==> config.mk <==
export PLATFORM = sky130hd
export DESIGN_NAME = gpc3_2_bist
export DESIGN_NICKNAME = d
export VERILOG_FILES = /design/src/rtl/gpc_pkg.sv /design/src/rtl/gpc3_2.sv /design/src/rtl/gpc3_2_bist.sv
export SDC_FILE = /design/constraint.sdc
export NUM_CORES = 1
export LEC_CHECK = 0
export CAP_MARGIN = 10
export CORE_MARGIN = 4
export CORE_UTILIZATION = 57
export CTS_BUF_LIST = sky130_fd_sc_hd__clkbuf_16
export DETAILED_ROUTE_END_ITERATION = 8
export PLACE_DENSITY_LB_ADDON = 0.12
export SLEW_MARGIN = 20
export SYNTH_ARGS = -nofsm -noshare
export SYNTH_HDL_FRONTEND = slang
export SYNTH_SLANG_ARGS = --single-unit
==> constraint.sdc <==
create_clock -name clk -period 4.3 [get_ports clk]
set_input_delay 0.86 -clock clk [delete_from_list [all_inputs] [get_ports clk]]
set_output_delay 0.86 -clock clk [all_outputs]
set_load 0.005 [all_outputs]
==> src/rtl/gpc_pkg.sv <==
// Shared types and constants for the 3:2 GPC built-in self-test.
// Holds the BIST state encoding, GPC dimensions and drain length.
package gpc_pkg;

   localparam int GPC3_2_NIN   = 3;
   localparam int GPC3_2_NOUT  = 2;
   localparam int DRAIN_CYCLES = 2;

   typedef enum logic [1:0] {
      ST_IDLE  = 2'd0,
      ST_RUN   = 2'd1,
      ST_DRAIN = 2'd2,
      ST_DONE  = 2'd3
   } bist_state_e;

   // Reference model for the GPC: unweighted count of ones in the input column.
   function automatic logic [GPC3_2_NOUT-1:0] popcount3(input logic [GPC3_2_NIN-1:0] v);
      logic [GPC3_2_NOUT-1:0] sum;
      sum = 2'd0;
      for (int i = 0; i < GPC3_2_NIN; i++) begin
         sum = sum + {1'b0, v[i]};
      end
      return sum;
   endfunction

endpackage

==> src/rtl/gpc3_2.sv <==
// Combinational 3:2 generalized parallel counter (full-adder column).
// dst = number of ones in src0.
module gpc3_2
   import gpc_pkg::*;
(
   input  logic [GPC3_2_NIN-1:0]  src0,
   output logic [GPC3_2_NOUT-1:0] dst
);

   assign dst = {1'b0, src0[0]} + {1'b0, src0[1]} + {1'b0, src0[2]};

endmodule

==> src/rtl/gpc3_2_bist.sv <==
// Exhaustive self-test of the gpc3_2 counter: sweeps all 8 inputs, captures the
// (optionally fault-injected) result, compares against a popcount and reports.
module gpc3_2_bist
   import gpc_pkg::*;
(
   input  logic                   clk,
   input  logic                   rst,
   input  logic                   start,
   input  logic                   inj_en,
   input  logic [1:0]             inj_mask,
   output logic                   busy,
   output logic                   done,
   output logic                   pass,
   output logic [3:0]             err_cnt,
   output logic [2:0]             first_fail_vec,
   output logic [1:0]             first_fail_dst
);

   bist_state_e            state_q, state_d;
   logic [GPC3_2_NIN-1:0]  vec_q, vec_d;
   logic [1:0]             drain_q, drain_d;
   logic [GPC3_2_NIN-1:0]  cap_vec_q, cap_vec_d;
   logic [GPC3_2_NOUT-1:0] dst_q, dst_d;
   logic [GPC3_2_NOUT-1:0] exp_q, exp_d;
   logic                   val_q, val_d;
   logic [3:0]             err_cnt_q, err_cnt_d;
   logic [2:0]             ff_vec_q, ff_vec_d;
   logic [1:0]             ff_dst_q, ff_dst_d;
   logic [GPC3_2_NOUT-1:0] gpc_dst_s;
   logic                   mismatch_s;
   logic                   start_ok_s;

   gpc3_2 u_gpc (
      .src0 (vec_q),
      .dst  (gpc_dst_s)
   );

   assign mismatch_s = val_q && (dst_q != exp_q);
   assign start_ok_s = start && ((state_q == ST_IDLE) || (state_q == ST_DONE));

   always_comb begin
      state_d   = state_q;
      vec_d     = vec_q;
      drain_d   = drain_q;
      cap_vec_d = cap_vec_q;
      dst_d     = dst_q;
      exp_d     = exp_q;
      val_d     = 1'b0;
      err_cnt_d = err_cnt_q;
      ff_vec_d  = ff_vec_q;
      ff_dst_d  = ff_dst_q;

      // Compare stage runs one cycle behind capture; saturates at the vector count.
      if (mismatch_s) begin
         if (err_cnt_q != 4'd8) begin
            err_cnt_d = err_cnt_q + 4'd1;
         end else begin
            err_cnt_d = err_cnt_q;
         end
         if (err_cnt_q == 4'd0) begin
            ff_vec_d = cap_vec_q;
            ff_dst_d = dst_q;
         end else begin
            ff_vec_d = ff_vec_q;
            ff_dst_d = ff_dst_q;
         end
      end else begin
         err_cnt_d = err_cnt_q;
      end

      if (state_q == ST_RUN) begin
         cap_vec_d = vec_q;
         dst_d     = gpc_dst_s ^ (inj_en ? inj_mask : 2'b00);
         exp_d     = popcount3(vec_q);
         val_d     = 1'b1;
      end else begin
         val_d     = 1'b0;
      end

      case (state_q)
         ST_IDLE, ST_DONE: begin
            if (start_ok_s) begin
               state_d   = ST_RUN;
               vec_d     = 3'd0;
               err_cnt_d = 4'd0;
               ff_vec_d  = 3'd0;
               ff_dst_d  = 2'd0;
            end else begin
               state_d   = state_q;
            end
         end
         ST_RUN: begin
            if (vec_q == 3'd7) begin
               state_d = ST_DRAIN;
               drain_d = 2'(DRAIN_CYCLES - 1);
            end else begin
               vec_d   = vec_q + 3'd1;
            end
         end
         ST_DRAIN: begin
            if (drain_q == 2'd0) begin
               state_d = ST_DONE;
            end else begin
               drain_d = drain_q - 2'd1;
            end
         end
         default: begin
            state_d = ST_IDLE;
         end
      endcase
   end

   // State, sweep counter, capture and result registers.
   always_ff @(posedge clk) begin
      if (rst) begin
         state_q   <= ST_IDLE;
         vec_q     <= 3'd0;
         drain_q   <= 2'd0;
         cap_vec_q <= 3'd0;
         dst_q     <= 2'd0;
         exp_q     <= 2'd0;
         val_q     <= 1'b0;
         err_cnt_q <= 4'd0;
         ff_vec_q  <= 3'd0;
         ff_dst_q  <= 2'd0;
      end else begin
         state_q   <= state_d;
         vec_q     <= vec_d;
         drain_q   <= drain_d;
         cap_vec_q <= cap_vec_d;
         dst_q     <= dst_d;
         exp_q     <= exp_d;
         val_q     <= val_d;
         err_cnt_q <= err_cnt_d;
         ff_vec_q  <= ff_vec_d;
         ff_dst_q  <= ff_dst_d;
      end
   end

   assign busy           = (state_q == ST_RUN) || (state_q == ST_DRAIN);
   assign done           = (state_q == ST_DONE);
   assign pass           = (state_q == ST_DONE) && (err_cnt_q == 4'd0);
   assign err_cnt        = err_cnt_q;
   assign first_fail_vec = ff_vec_q;
   assign first_fail_dst = ff_dst_q;

endmodule

Fig. 1: run 1, wire density map
Bar = 20 um. The die is cut into 11 by 11 equal tiles; dark blue is low, red is high, scaled to the fullest tile. Values are wire area over tile area, all layers added.
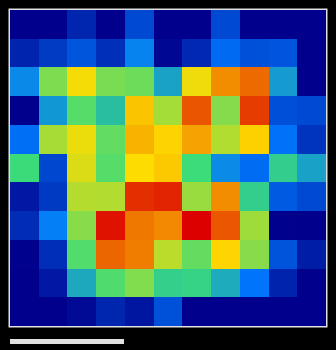
nearly empty tiles: 20%
tiles over half the peak: 40%
mean over tiles: 0.13
fullest tile: 0.35
densest ninth of the die: center

Fig. 2: run 1, the clock network
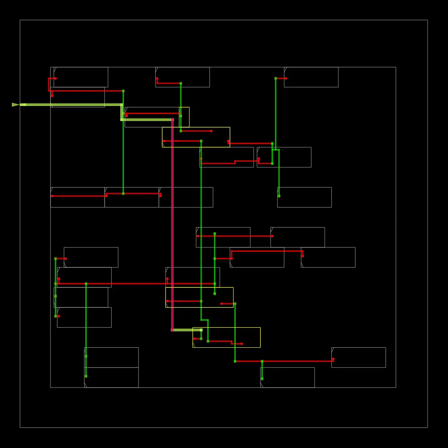
clock-net power: 200 uW
Skew-Pair Late Insertion Delay: 0.25 ns

==> flow_summary.toml, run 1 <==
# yosys + openroad results
[run_status]
status = "complete, no violations"

[sta]
finalSetupViolCount = 0
hold_viol = 0
finalWorstSetupSlack_ns = 1.68
finalSetupTns_ns = 0
finalClockSkew_ns = 0.000756
min_period_over_period_pct = 61.0
worstMarginPinSlew_ns = 0.748
fmax_mhz = 381
holdWs_ns = 0.462
fin_crit_ns = 2.62
rsz0062_at_grt = "false"
drv_slew = 0
max_slew_margin_pct = 50.1

[flow_run]
cap_violations = 0
warnings = 29

[logic_synthesis]
fa_ha_area_share_pct = 9.39
common_cells = "24 x dfxtp_1, 21 x nand2_1, 14 x mux2i_1"
synth-edff-count = 0
synth.avg_cell_area_sq_um = 9.07
synth_area_sq_um = 1280
synthTopCellsByArea = "dfxtp_1 38%, mux2i_1 11%, ha_1 7.8%"
ys_cells = 141
ys_sh_aoi_pct = 13.7
ys.flops = 24
yosysTopAreaCell = "dfxtp_1"
yosys_warnings = 0
top_cell_area_share_pct = 37.6
netlist_logic_family_top = "simple AND/OR/NAND/NOR gates"
synthFlopType = "dfxtp_1"
async_flop_share_pct = 0
synthCells = 141
fp_nets = 156
xor_share_pct = 3.33
ys_seq_share_pct = 37.6
yosys_area_sq_um = 1280
mux_share_pct = 11.0
ys_types = 31
simple_gate_share_pct = 21.1
yosys.cell_count.top_type = "dfxtp_1"

[pwr]
totalPowerFinal_uw = 766
leakage_uw = 0.000577
peakVddDrop_v = 0.000387
p_per_area_nw_per_um2 = 497

[global_route]
grtUsageTotal_pct = 17.7
grt_pass1_vias = 968
gr-total-overflow = 0
antenna_found_initial = 0
grt_max_degree = 21
grt_first_pass_wirelength_mm = 4.31

[layout]
finalNonFillerCells = 184
design_area_sq_um = 1540
diodes = 0
fin_util_pct = 75.5
syn2layout_area_growth_pct = 20.5
drive_above_1_share_pct = 5.10
nets = 173

[clock_tree]
cts_tree = "done"
clock_path_buffers = 2
cts_resized = 0
cts_sinks = 24
hold_buffers = 0
cts_max_level = 1
numCtsBuffers = 3
cts_root_buf = "clkbuf_16"
clkTransAtPathRegs_ns = 0.06
postCtsSetupRepairBufs = 0

[critical_path]
rr_startpoint = "state_q[1]"
worstSetupStartpoint = "err_cnt[0]"
criticalPathCategory = "flop to primary output"
startpoint_type = "flop"
r2r-end = "drain_q[0]"
r2r.worst_path.cells = 5
critPathMaxFanout = 5
crit_end = "pass"
endpoint_kind = "primary output"
r2r_slack_ns = 2.26
required_ns = 3.44
arrival_ns = 1.76

[hold_path]
hp-start = "first_fail_vec[1]"
min_to = "first_fail_vec[1]"
hold_depth = 2
hold_path_class = "flop to flop"

[detailed_routing]
drc_errors = 0
drt_pass1_iterations = 4
final_antenna_net_count = 0
drt_iter0_drc = 7
routed_wl_mm = 2.58
vias = 1018
avgViaCountPerCell = 5.53
avgRoutedWirePerCell_um = 14.0

[floorplanning]
coreArea_sq_um = 2040
die_x_um = 55.4
rows = 16
boundaryPins = 18
fp_util_pct = 62.6
die_h_um = 55.4
dieArea_sq_um = 3070

[placement]
placed_cell_area_sq_um = 1460
hpwlAfterDp_mm = 1.92
io_buffers = 17
gp_congestion = 0.741
place_inst = 180
place_ws_ns = 1.74
Fig. 3: run 1, sequential cells grouped by signal name
Bar = 20 um. Other sequential cells in the stronger gray, the rest of the logic in the fainter gray.
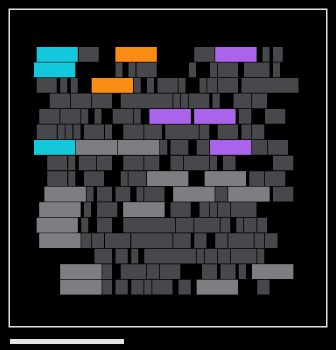
legend:
  orange:
    netlist_name: first_fail_dst
    placed_flops: 2
  purple:
    netlist_name: err_cnt
    placed_flops: 4
  cyan:
    netlist_name: first_fail_vec
    placed_flops: 3

run 1: power by group:
part           internal [uW]  leakage, uW  switching, uW
Combinational            130     0.000344            161
Sequential               249     0.000195           26.0
Clock                    124    0.0000385           76.1
Total                    503     0.000577            263
run 1: metal layers:
metal | wire, um | GRT usage (%) | vias to the layer above
li1 | - | - | 523
met1 | 1180 | 20.3 | 476
met2 | 1270 | 29.7 | 15
met3 | 89 | 4.20 | 4
met4 | 38 | 10.4 | 0
met5 | 0 | 0 | -
run 1: worst max-delay path, stage by stage, from the launching register on:
cell and delay (ns):
dfxtp_1 0.35, inv_1 0.10, ha_1 0.19, nand2b_1 0.12, nor3b_1 0.22, clkdlybuf4s50_1 0.53
run 1: area by class of cell:
| class | count | area [sq um] |
|---|---|---|
| clock buffer | 3 | 75.1 |
| clock inverter | 1 | 3.75 |
| fill | 157 | 500 |
| inverter | 8 | 30.0 |
| multi-input combinational | 104 | 748 |
| sequential | 24 | 480 |
| tap | 27 | 33.8 |
| timing repair buffer | 17 | 170 |
run 1: registers in the layout, summed over array words and instances (netlist names):
name,cells
first_fail_dst,2
err_cnt,4
first_fail_vec,3
dst_q,2
state_q,2
cap_vec_q,3
vec_q,3
exp_q,2
val_q,1
drain_q,2
run 1: layout by cell type (no fill, tap or decap), types with 2 or more instances in the layout:
master / n
a211oi_1: 4
a21oi_1: 8
a31oi_1: 3
and2_1: 2
and3b_1: 2
clkbuf_16: 3
clkdlybuf4s50_1: 17
dfxtp_1: 24
ha_1: 8
inv_1: 8
mux2i_1: 14
nand2_1: 21
nand2b_1: 7
nand4_1: 3
nor2_1: 8
nor2b_1: 4
nor3b_1: 2
o21ai_0: 2
o31ai_1: 3
xor2_1: 2
Fig. 4: run 1, M1 wires
Bar = 20 um.
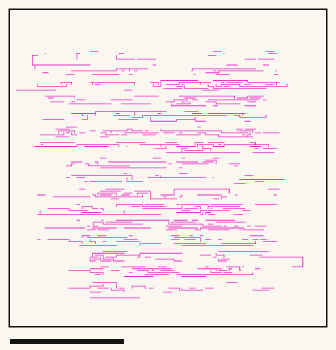

## Run 2: what changed since run 1
--- a/config.mk
+++ b/config.mk
@@ -7,7 +7,7 @@
 export LEC_CHECK = 0
 export CAP_MARGIN = 10
 export CORE_MARGIN = 4
-export CORE_UTILIZATION = 57
+export CORE_UTILIZATION = 53
 export CTS_BUF_LIST = sky130_fd_sc_hd__clkbuf_16
 export DETAILED_ROUTE_END_ITERATION = 8
 export PLACE_DENSITY_LB_ADDON = 0.12
==> constraint.sdc (replaced) <==
create_clock -name clk -period 2.6 [get_ports clk]
set_input_delay 0.52 -clock clk [delete_from_list [all_inputs] [get_ports clk]]
set_output_delay 0.52 -clock clk [all_outputs]
set_load 0.005 [all_outputs]
Fig. 5: run 2, M1 wires
Bar = 20 um.
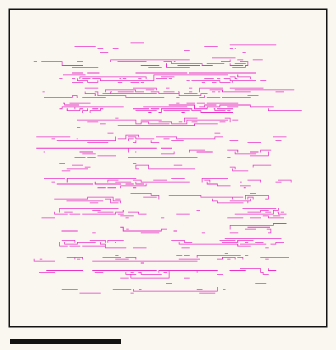
wire length on this layer: 1150 um
nets with wire on the layer: 151
main direction: horizontal
share of all routed wire: 48%
longest straight run: 21.6 um

Fig. 6: run 2, wire density map
Bar = 20 um. The die is cut into 11 by 11 equal tiles; dark blue is low, red is high, scaled to the fullest tile. Values are wire area over tile area, all layers added.
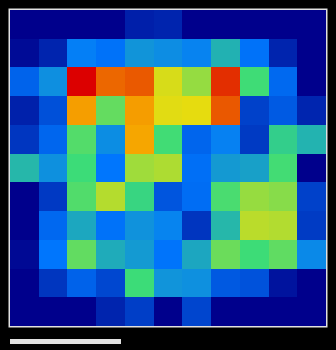
GRT Util Overall: 15.8%
Post-Route WL: 2.41 mm
DR vias: 1020

==> run 2 against run 1 <==
Compared with the run above:
- register-to-register slack lost 1.3 ns
- hold slack lost 0.0094 ns
- largest power group unchanged
- critical path depth is the same
- wire length shrank 6.4%
==> flow_summary.toml, run 2 <==
# yosys + openroad results
[run_status]
status = "complete, no violations"

[floorplanning]
fp_util_pct = 56.7
die_h_um = 57.1
die_x_um = 57.1
coreArea_sq_um = 2250
rows = 17
boundaryPins = 18
dieArea_sq_um = 3260

[sta]
finalSetupTns_ns = 0
finalSetupViolCount = 0
drv_slew = 0
min_period_over_period_pct = 86.1
hold_viol = 0
fmax_mhz = 447
max_slew_margin_pct = 61.7
worstMarginPinSlew_ns = 0.575
finalClockSkew_ns = 0.00554
rsz0062_at_grt = "false"
fin_crit_ns = 2.24

[global_route]
gr-total-overflow = 0
grt_first_pass_wirelength_mm = 4.08
grt_pass1_vias = 935
grt_max_degree = 20
antenna_found_initial = 0

[critical_path]
endpoint_kind = "primary output"
startpoint_type = "flop"
critPathMaxFanout = 5
required_ns = 2.08
arrival_ns = 1.72
criticalPathCategory = "flop to primary output"

[layout]
nets = 176
syn2layout_area_growth_pct = 22.4
drive_above_1_share_pct = 6.88
largest_reg_flops = 4
diodes = 0
lay_top_cells = "24 x dfxtp_1, 21 x nand2_1, 17 x clkdlybuf4s50_1"
fillerInstances = 180
lay_top_count = "dfxtp_1"

[detailed_routing]
drc_errors = 0
avgViaCountPerCell = 5.43
drt_iter0_drc = 28
final_antenna_net_count = 0
avgRoutedWirePerCell_um = 12.8
drt_pass1_iterations = 2

[pwr]
sw_frac_of_total_pct = 33.7
totalPowerFinal_uw = 1270
peakVddDrop_v = 0.000460
seqPwrFrac_pct = 35.9
leakage_uw = 0.000592
comb_power_share_pct = 37.8
clock_power_share_pct = 26.2
power.switching_uw = 428
p_per_area_nw_per_um2 = 810
intPower_uw = 841

[logic_synthesis]
ys_types = 31
synthTopCellsByArea = "dfxtp_1 38%, mux2i_1 11%, ha_1 7.8%"
async_flop_share_pct = 0
yosys_area_sq_um = 1280
netlist_logic_family_top = "simple AND/OR/NAND/NOR gates"
fa_ha_area_share_pct = 9.39
simple_gate_share_pct = 21.1
yosysTopAreaCell = "dfxtp_1"
ys_cells = 141
xor_share_pct = 3.33
fp_nets = 156
synth_area_sq_um = 1280
common_cells = "24 x dfxtp_1, 21 x nand2_1, 14 x mux2i_1"
top_cell_area_share_pct = 37.6
ys_sh_aoi_pct = 13.7
ys.flops = 24
synth-edff-count = 0
yosys.cell_count.top_type = "dfxtp_1"
synthFlopType = "dfxtp_1"
synthCells = 141
mux_share_pct = 11.0
yosys_warnings = 0
synth.avg_cell_area_sq_um = 9.07
ys_seq_share_pct = 37.6

[clock_tree]
cts_tree = "done"
cts_sinks = 24
numCtsBuffers = 3
cts_root_buf = "clkbuf_16"
hold_buffers = 0
postCtsSetupRepairBufs = 0
cts_max_level = 1
clock_path_buffers = 2
clkTransAtPathRegs_ns = 0.06
cts_resized = 0
insertion_delay_ns = 0.26

[flow_run]
warnings = 29
cap_violations = 0

[placement]
hpwlAfterDp_mm = 1.82
gp_congestion = 0.804
io_buffers = 17

[hold_path]
hold_path_class = "flop to flop"
## run 2: cell counts after synthesis
Identical to the previous run, type by type.
## run 2: path summary, 6_finish.rpt
check | cells after the start | end | slack, ns | start
max | 5 | pass | 0.36 | err_cnt[0]
min | 2 | first_fail_dst[1] | 0.45 | first_fail_dst[1]
max reg2reg | 5 | drain_q[0] | 0.97 | vec_q[0]
min reg2reg | 2 | first_fail_dst[1] | 0.45 | first_fail_dst[1]
## run 2: kinds of logic after synthesis
kind of cell | Yosys count
simple gates | 53
compound gates | 24
flops | 24
mux | 14
buf+inv | 13
fa+ha+maj | 9
xor+xnor | 4
## run 2: through the flow
stage                     hold slack, ns  util, %  std cells  setup slack [ns]  instance area (sq um)
after floorplan                    0.437        -        141              1.02                   1280
after global placement             0.444     65.9        184             0.658                   1490
after detailed placement           0.449     65.9        184             0.642                   1490
after CTS                          0.457     69.4        188             0.355                   1570
after global routing               0.482     69.4        188             0.322                   1570
final                              0.453     69.4        188             0.362                   1570
## run 2: layout make-up
type                       instances  area, sq um  area share, %
clock inverter                     1         3.75          0.240
timing repair buffer              20          193           12.3
multi-input combinational        104          748           47.8
clock buffer                       3         75.1           4.80
sequential                        24          480           30.7
tap                               28         35.0           2.24
inverter                           8         30.0           1.92
## run 2: layer usage
metal	global-route usage, %	part of all wire, %
met5	0	0
met2	26.1	46
met4	7.95	2.4
met1	19.7	48
met3	2.71	3.5
## run 2: worst max-delay path, stage by stage (launching register included)
cell,delay [ns]
dfxtp_1,0.35
inv_1,0.09
ha_1,0.18
nand2b_1,0.11
nor3b_1,0.21
clkdlybuf4s50_1,0.53
## run 2: power by group through the flow
stage	sequential (uW)	combinational [uW]	clock [uW]
after floorplan	452	356	0
after global placement	460	466	0
after detailed placement	463	479	0
after CTS	456	481	341
after global routing	462	542	351
final	456	480	333
Fig. 7: run 2, ports around the boundary
Bar = 20 um. Pins as bars across the die edge, other pins in gray.
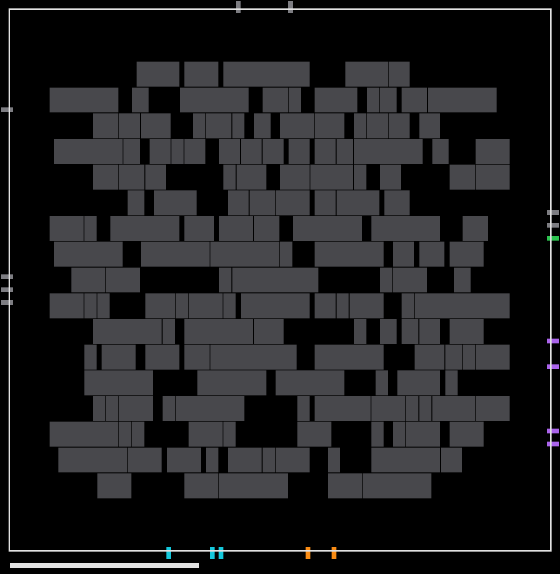

## Run 3: what changed since run 2
--- a/config.mk
+++ b/config.mk
@@ -11,6 +11,7 @@
 export CTS_BUF_LIST = sky130_fd_sc_hd__clkbuf_16
 export DETAILED_ROUTE_END_ITERATION = 8
 export PLACE_DENSITY_LB_ADDON = 0.12
+export REMOVE_ABC_BUFFERS = 1
 export SLEW_MARGIN = 20
 export SYNTH_ARGS = -nofsm -noshare
 export SYNTH_HDL_FRONTEND = slang
==> constraint.sdc (replaced) <==
create_clock -name clk -period 2.6 [get_ports clk]
set_input_delay 0.39 -clock clk [delete_from_list [all_inputs] [get_ports clk]]
set_output_delay 0.39 -clock clk [all_outputs]
set_load 0.005 [all_outputs]
Fig. 8: run 3, ports around the boundary
Bar = 20 um. Pins as bars across the die edge, other pins in gray.
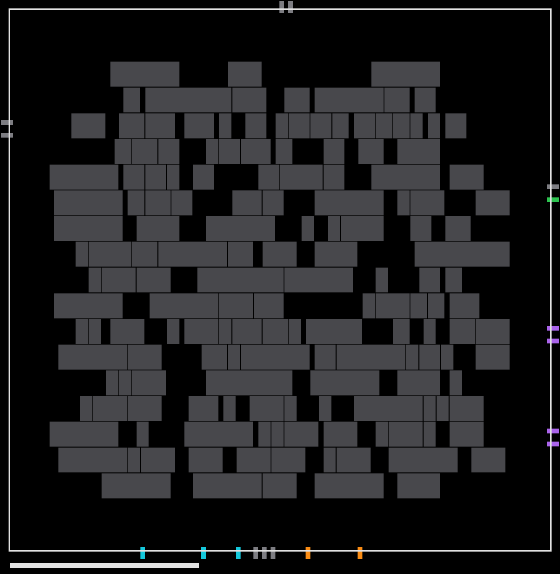
legend:
  purple:
    port: err_cnt
    pins: 4
    direction: output
    edge: east
  orange:
    port: first_fail_dst
    pins: 2
    direction: output
    edge: south
  green:
    port: pass
    pins: 1
    direction: output
    edge: east
  cyan:
    port: first_fail_vec
    pins: 3
    direction: output
    edge: south

Fig. 9: run 3, the clock network
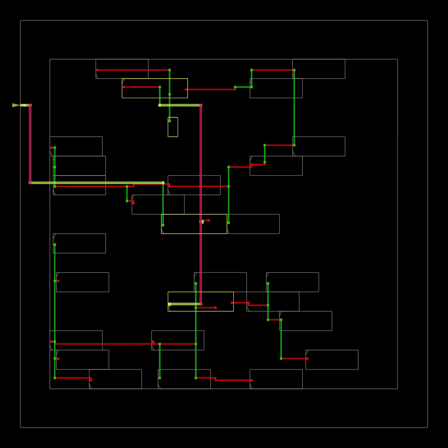
clock-net power: 327 uW
# clk buffers: 3
total CTS buffers: 3
Clock Sink Count: 24
clk_skew: 0.00340 ns

==> run 3 against run 2 <==
Compared with the run above:
- largest cell class unchanged
- combinational power is essentially flat
- maximum frequency up 6.3%
- area after synthesis unchanged
- via count about the same
- highest routed layer unchanged
==> flow_summary.toml, run 3 <==
# yosys + openroad results
[critical_path]
startpoint_type = "flop"
r2r.worst_path.cells = 5
critPathMaxFanout = 5
cp.depth = 5
worstSetupStartpoint = "err_cnt[0]"
criticalPathCategory = "flop to primary output"
rr_startpoint = "state_q[0]"
cp_cell_sequence = "inv_1 -> ha_1 -> nand2b_1 -> nor3b_1 -> clkdlybuf4s50_1"
arrival_ns = 1.71
slowest_delay_ns = 0.53
cp_slowest_cell = "clkdlybuf4s50_1"
cp_top_family = "buffers and inverters"
required_ns = 2.21
cp.buffers_inverters = 2
endpoint_kind = "primary output"

[detailed_routing]
routed_wl_mm = 2.33
final_antenna_net_count = 0
drt_pass1_iterations = 4
avgViaCountPerCell = 5.46
vias = 1021
avgRoutedWirePerCell_um = 12.5
drt_iter0_drc = 15
drc_errors = 0

[sta]
fin_crit_ns = 2.10
fmax_mhz = 475
rsz0062_at_grt = "false"
finalSetupViolCount = 0
worstMarginPinSlew_ns = 0.776
max_slew_margin_pct = 48.3
min_period_over_period_pct = 81.0
finalWorstSetupSlack_ns = 0.495
hold_viol = 0
drv_slew = 0
finalSetupTns_ns = 0
holdWs_ns = 0.456

[floorplanning]
die_h_um = 57.1
dieArea_sq_um = 3260
die_x_um = 57.1
boundaryPins = 18
fp_util_pct = 56.7
rows = 17
coreArea_sq_um = 2250

[clock_tree]
postCtsSetupRepairBufs = 0
cts_root_buf = "clkbuf_16"
clock_path_buffers = 2
cts_resized = 0
hold_buffers = 0
cts_max_level = 1
insertion_delay_ns = 0.26
clkTransAtPathRegs_ns = 0.06
cts_tree = "done"

[pwr]
leakage_uw = 0.000587
p_per_area_nw_per_um2 = 806
clock_power_share_pct = 26.0
power.switching_uw = 418
sw_frac_of_total_pct = 33.3
intPower_uw = 838
seqPwrFrac_pct = 36.0
comb_power_share_pct = 38.0

[logic_synthesis]
ys_seq_share_pct = 37.6
ys.flops = 24
synth_area_sq_um = 1280
synth-edff-count = 0
async_flop_share_pct = 0
synthFlopType = "dfxtp_1"
common_cells = "24 x dfxtp_1, 21 x nand2_1, 14 x mux2i_1"
ys_types = 31
yosys_area_sq_um = 1280
yosys.cell_count.top_type = "dfxtp_1"
synth.avg_cell_area_sq_um = 9.07
top_cell_area_share_pct = 37.6
synthCells = 141
ys_cells = 141
yosysTopAreaCell = "dfxtp_1"

[hold_path]
hold_path_class = "flop to flop"
hold_depth = 2
hp-start = "first_fail_vec[0]"

[placement]
gp_congestion = 0.834
place_ws_ns = 0.612
hpwlAfterDp_mm = 1.77
io_buffers = 17
placed_cell_area_sq_um = 1480

[global_route]
gr-total-overflow = 0
grt_first_pass_wirelength_mm = 4.14
grtUsageTotal_pct = 15.9
grt_max_degree = 19
antenna_found_initial = 0

[layout]
design_area_sq_um = 1560
largest_reg_flops = 4
diodes = 0
drive_above_1_share_pct = 6.29
syn2layout_area_growth_pct = 21.8
lay_top_cells = "24 x dfxtp_1, 21 x nand2_1, 17 x clkdlybuf4s50_1"
finalNonFillerCells = 187

[run_status]
status = "complete, no violations"

[flow_run]
cap_violations = 0
warnings = 28
run 3: layer usage:
metal | GRT usage (%) | wire length (um) | up-vias
met5 | 0 | 0 | -
li1 | - | - | 521
met4 | 6.62 | 38 | 0
met1 | 21.5 | 1110 | 482
met2 | 25.6 | 1120 | 13
met3 | 2.04 | 67 | 5
run 3: final cells by class:
type                            count  area (sq um)
Inverter                            8          30.0
Fill cell                         199           697
Clock inverter                      1          3.75
Timing Repair Buffer               19           185
Multi-Input combinational cell    104           748
Sequential cell                    24           480
Tap cell                           28          35.0
Clock buffer                        3          75.1
run 3: cells by family (layout without fill, tap and decap cells):
kind of cell	Yosys count	count (layout)	share of synthesized area [%]
xor+xnor	4	4	3.33
buf+inv	13	31	3.91
mux	14	14	11.0
flops	24	24	37.6
simple gates	53	53	21.1
fa+ha+maj	9	9	9.39
compound gates	24	24	13.7
run 3: tightest hold or removal path, delay by kind of cell, from the launching register on:
family	cells	cell delay, ns
muxes	1	0.05
and+or+nand+nor	1	0.05
DFF	1	0.31
run 3: worst paths after layout:
check	to	slack (ns)
max	pass	0.50
min	first_fail_vec[0]	0.46
max reg2reg	first_fail_vec[1]	0.74
min reg2reg	first_fail_vec[0]	0.46
run 3: stage by stage:
stage | power [uW] | util (%)
2_1_floorplan | 798 | -
3_3_place_gp | 924 | 65.6
3_5_place_dp | 934 | 65.6
4_1_cts | 1270 | 69.1
5_1_grt | 1350 | 69.1
6_report | 1260 | 69.1
run 3: power groups by stage:
stage	Combinational [uW]	Sequential, uW	Clock, uW
after detailed placement	474	460	0
after floorplan	346	452	0
after global routing	538	458	353
after CTS	477	452	341
final	477	452	327
after global placement	465	459	0
Power and IR drop assume default switching activity.
